==> images/congestion_map.png <==
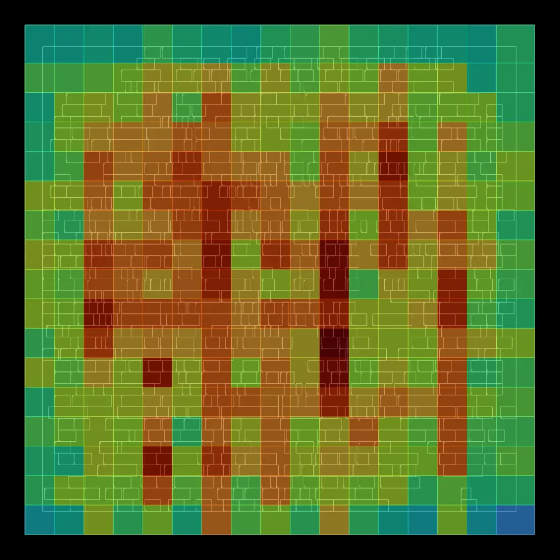
==> images/m1.png <==
Cells faint in the background.
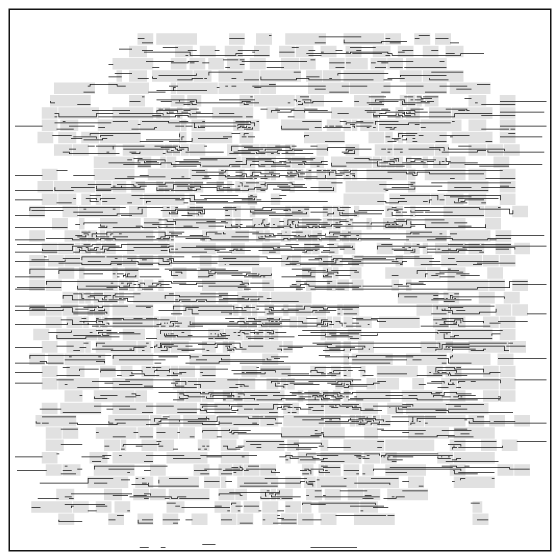
==> images/util_map.png <==
Bar = 20 um. 12 x 12 tiles, from dark blue (low) to red (high), 0 to 100% covered.
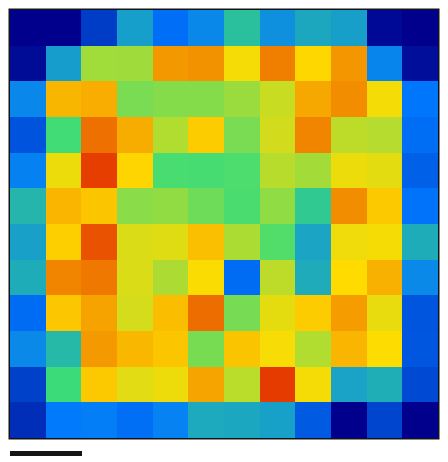
==> images/m2.png <==
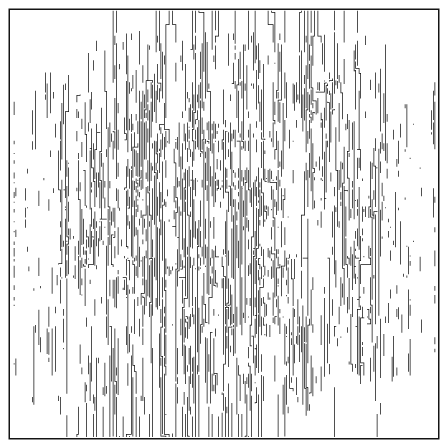
File: src/rtl/mem_pkg.sv
// mem_pkg: shared size codes, sequencer states and alignment rule for the load/store unit.
package mem_pkg;
    localparam int ADDR_W_DEF = 8;
    typedef enum logic [1:0] {SZ_BYTE = 2'b00, SZ_HALF = 2'b01, SZ_WORD = 2'b10, SZ_ILL = 2'b11} size_e;
    typedef enum logic [2:0] {IDLE, LOAD, STORE, RMW_RD, RMW_WR} state_e;
    function automatic logic misaligned(input logic [1:0] size, input logic [1:0] off);
        return size == SZ_ILL || (size == SZ_HALF && off[0]) || (size == SZ_WORD && off != 2'b00);
    endfunction
endpackage

File: src/rtl/mem_lane_align.sv
// mem_lane_align: little-endian lane extract/extend for loads and lane merge for sub-word stores.
module mem_lane_align
    import mem_pkg::*;
(
    input  logic [31:0] word,
    input  logic [31:0] wdata,
    input  logic [1:0]  off,
    input  logic [1:0]  size,
    input  logic        sgn,
    output logic [31:0] ld_data,
    output logic [31:0] st_word
);
    logic [4:0]  bsh;
    logic [4:0]  hsh;
    logic [7:0]  b;
    logic [15:0] h;
    always_comb begin
        bsh = {off, 3'b000};
        hsh = {off[1], 4'b0000};
        b = 8'(word >> bsh);
        h = 16'(word >> hsh);
        ld_data = size == SZ_BYTE ? {{24{sgn & b[7]}}, b} :
                  size == SZ_HALF ? {{16{sgn & h[15]}}, h} : word;
        st_word = size == SZ_BYTE ? (word & ~(32'h0000_00FF << bsh)) | ({24'b0, wdata[7:0]} << bsh) :
                  size == SZ_HALF ? (word & ~(32'h0000_FFFF << hsh)) | ({16'b0, wdata[15:0]} << hsh) : wdata;
    end
endmodule

File: src/rtl/mem_access_unit.sv
// mem_access_unit: sequences byte/half/word loads and stores onto a word-wide DataMemory port,
// using read-modify-write for sub-word stores and stalling the pipeline while busy.
module mem_access_unit
    import mem_pkg::*;
#(
    parameter int ADDR_W = ADDR_W_DEF,
    parameter int DATA_W = 32
) (
    input  logic              Clk,
    input  logic              Rst,
    input  logic              req_valid,
    input  logic              req_we,
    input  logic [1:0]        req_size,
    input  logic              req_signed,
    input  logic [31:0]       req_addr,
    input  logic [DATA_W-1:0] req_wdata,
    output logic              req_ready,
    output logic              stall,
    output logic              rsp_valid,
    output logic              rsp_err,
    output logic [DATA_W-1:0] rsp_rdata,
    output logic              MR,
    output logic              MW,
    output logic [ADDR_W-1:0] Addr,
    output logic [DATA_W-1:0] WD,
    input  logic [DATA_W-1:0] RD
);
    state_e              state;
    logic [1:0]          r_size;
    logic                r_sgn;
    logic [ADDR_W+1:0]   r_addr;
    logic [DATA_W-1:0]   r_wdata;
    logic [DATA_W-1:0]   merged;
    logic [DATA_W-1:0]   ld_data;
    logic [DATA_W-1:0]   st_word;
    logic                unused_addr;

    // High address bits alias onto the same word by design.
    assign unused_addr = &req_addr[31:ADDR_W+2];

    mem_lane_align u_align (
        .word    (RD),
        .wdata   (r_wdata),
        .off     (r_addr[1:0]),
        .size    (r_size),
        .sgn     (r_sgn),
        .ld_data (ld_data),
        .st_word (st_word)
    );

    assign req_ready = state == IDLE;
    assign stall     = req_valid & ~req_ready;
    assign MR        = state == LOAD || state == RMW_RD;
    assign MW        = state == STORE || state == RMW_WR;
    assign Addr      = r_addr[ADDR_W+1:2];
    assign WD        = state == RMW_WR ? merged : state == STORE ? r_wdata : '0;

    always_ff @(posedge Clk or posedge Rst) begin
        if (Rst) begin
            state     <= IDLE;
            r_size    <= '0;
            r_sgn     <= 1'b0;
            r_addr    <= '0;
            r_wdata   <= '0;
            merged    <= '0;
            rsp_valid <= 1'b0;
            rsp_err   <= 1'b0;
            rsp_rdata <= '0;
        end else begin
            rsp_valid <= 1'b0;
            rsp_err   <= 1'b0;
            case (state)
                IDLE: if (req_valid) begin
                    r_size  <= req_size;
                    r_sgn   <= req_signed;
                    r_addr  <= req_addr[ADDR_W+1:0];
                    r_wdata <= req_wdata;
                    if (misaligned(req_size, req_addr[1:0])) begin
                        rsp_valid <= 1'b1;
                        rsp_err   <= 1'b1;
                        rsp_rdata <= '0;
                    end else begin
                        state <= !req_we ? LOAD : req_size == SZ_WORD ? STORE : RMW_RD;
                    end
                end
                LOAD: begin
                    rsp_valid <= 1'b1;
                    rsp_rdata <= ld_data;
                    state     <= IDLE;
                end
                RMW_RD: begin
                    merged <= st_word;
                    state  <= RMW_WR;
                end
                STORE, RMW_WR: begin
                    rsp_valid <= 1'b1;
                    rsp_rdata <= '0;
                    state     <= IDLE;
                end
                default: state <= IDLE;
            endcase
        end
    end
endmodule
File: config.mk
export PLATFORM = sky130hd
export DESIGN_NAME = mem_access_unit
export DESIGN_NICKNAME = d
export VERILOG_FILES = /design/src/rtl/mem_pkg.sv /design/src/rtl/mem_lane_align.sv /design/src/rtl/mem_access_unit.sv
export SDC_FILE = /design/constraint.sdc
export NUM_CORES = 1
export LEC_CHECK = 0
export CAP_MARGIN = 15
export CORE_MARGIN = 4
export CORE_UTILIZATION = 47
export CTS_CLUSTER_DIAMETER = 30
export DETAILED_ROUTE_END_ITERATION = 7
export GPL_ROUTABILITY_DRIVEN = 0
export PLACE_DENSITY_LB_ADDON = 0.15
export SETUP_SLACK_MARGIN = 0.1
export SYNTH_ARGS = -nofsm -noshare
export SYNTH_HDL_FRONTEND = slang
export SYNTH_SLANG_ARGS = --single-unit
File: constraint.sdc
create_clock -name Clk -period 5.1 [get_ports Clk]
set_input_delay 1.02 -clock Clk [delete_from_list [all_inputs] [get_ports Clk]]
set_output_delay 1.02 -clock Clk [all_outputs]
set_load 0.01 [all_outputs]
==> results.cfg <==
; synthesis and place-and-route metrics
[critical_path]
critical_path_cell_count = 4
critPathLaunchType = flop
worst-setup-path-type = flop to output port
path_buffers = 2
rr_worst_depth = 4

[sta]
min_period_over_period = 0.680
slew-limit-headroom = 0.249
timing.final.setup_violations = 0
report.final.slew_viol_count = 0
hold_viol = 0

[pwr]
vdd.ir_drop.worst_mv = 0.205

[synth]
enable_flop_cells = 0
common_cells = dfrtp_1, nand2_1, mux2_2
mux_share = 0.133
synth.comb.largest_family = AND-OR/OR-AND gates
ys_cells = 532
async_reset_ff_frac = 1.00
netlist.area_leader.share = 0.490
syn-num-nets = 635

[die]
core-area_um2 = 12100
chip_height_um = 119
fp.dieArea_um2 = 14200

[grt]
grtUsageMet2 = 0.377
grt_overflow_total = 0
first_global_vias = 5224
grt_antenna_before_repair = 0
grtUsageMet3 = 0.0945

[cells_and_area]
n_sequential_cell = 114
finish.cell_count_without_fillers = 846
antennaDiodeCount = 0
post_route_cells_drive_above_1_share = 0.146
combGateArea_um2 = 2660
design_area_um2 = 7970
ff_latch_area_um2 = 2850

[detailed_routing]
route.layer.met1.wl_um = 7450
wl_met2_um = 8080
dr.pass1.iters = 5

[run]
warning_count = 48

[placement]
port-buffer-count = 158
placedCellCount = 814

[clocking]
clock_tree_from_tritoncts = yes
postCtsResizedCells = 0

[status]
status = finished clean
## Picture notes: congestion_map.png
Tot GR Track Use: 0.262
GR Layer Usage met1: 0.355
final core utilization: 0.660

## Picture notes: m1.png
nets with wire on the layer	665
share of all routed wire	41%
wire length on this layer	7450 um
DR vias: 5148
Detailed Route WL: 18100 um

## Picture notes: util_map.png
nearly empty tiles	4.2%
mean over tiles	55%
fullest tile	93%
tiles over 75% full	28%

## Picture notes: m2.png
nets with wire on the layer	650
wire length on this layer	8080 um
share of all routed wire	45%

## path summary, 6_finish.rpt
check,end
max in group asynchronous,merged[19]
max reg2reg,merged[30]
max,WD[31]
min reg2reg,merged[27]
min in group asynchronous,rsp_rdata[23]
min,merged[27]
## where the power goes
| part | switching, mW | internal, mW |
|---|---|---|
| Clock | 0.384 | 0.754 |
| Sequential | 0.189 | 1.11 |
| Combinational | 0.345 | 0.404 |
## metrics by stage
stage	power (mW)	worst slack, ns
2_1_floorplan	1.71	1.06
3_3_place_gp	2.02	1.90
3_5_place_dp	2.05	1.90
4_1_cts	3.19	1.62
5_1_grt	3.34	1.50
6_report	3.18	1.63
## cell families after synthesis
logic type | Yosys count
compound gates | 176
buf+inv | 55
mux | 69
simple gates | 116
fa+ha+maj | 1
flops | 114
xor+xnor | 1
No activity file was given, so power comes from the tool's default toggle rates.
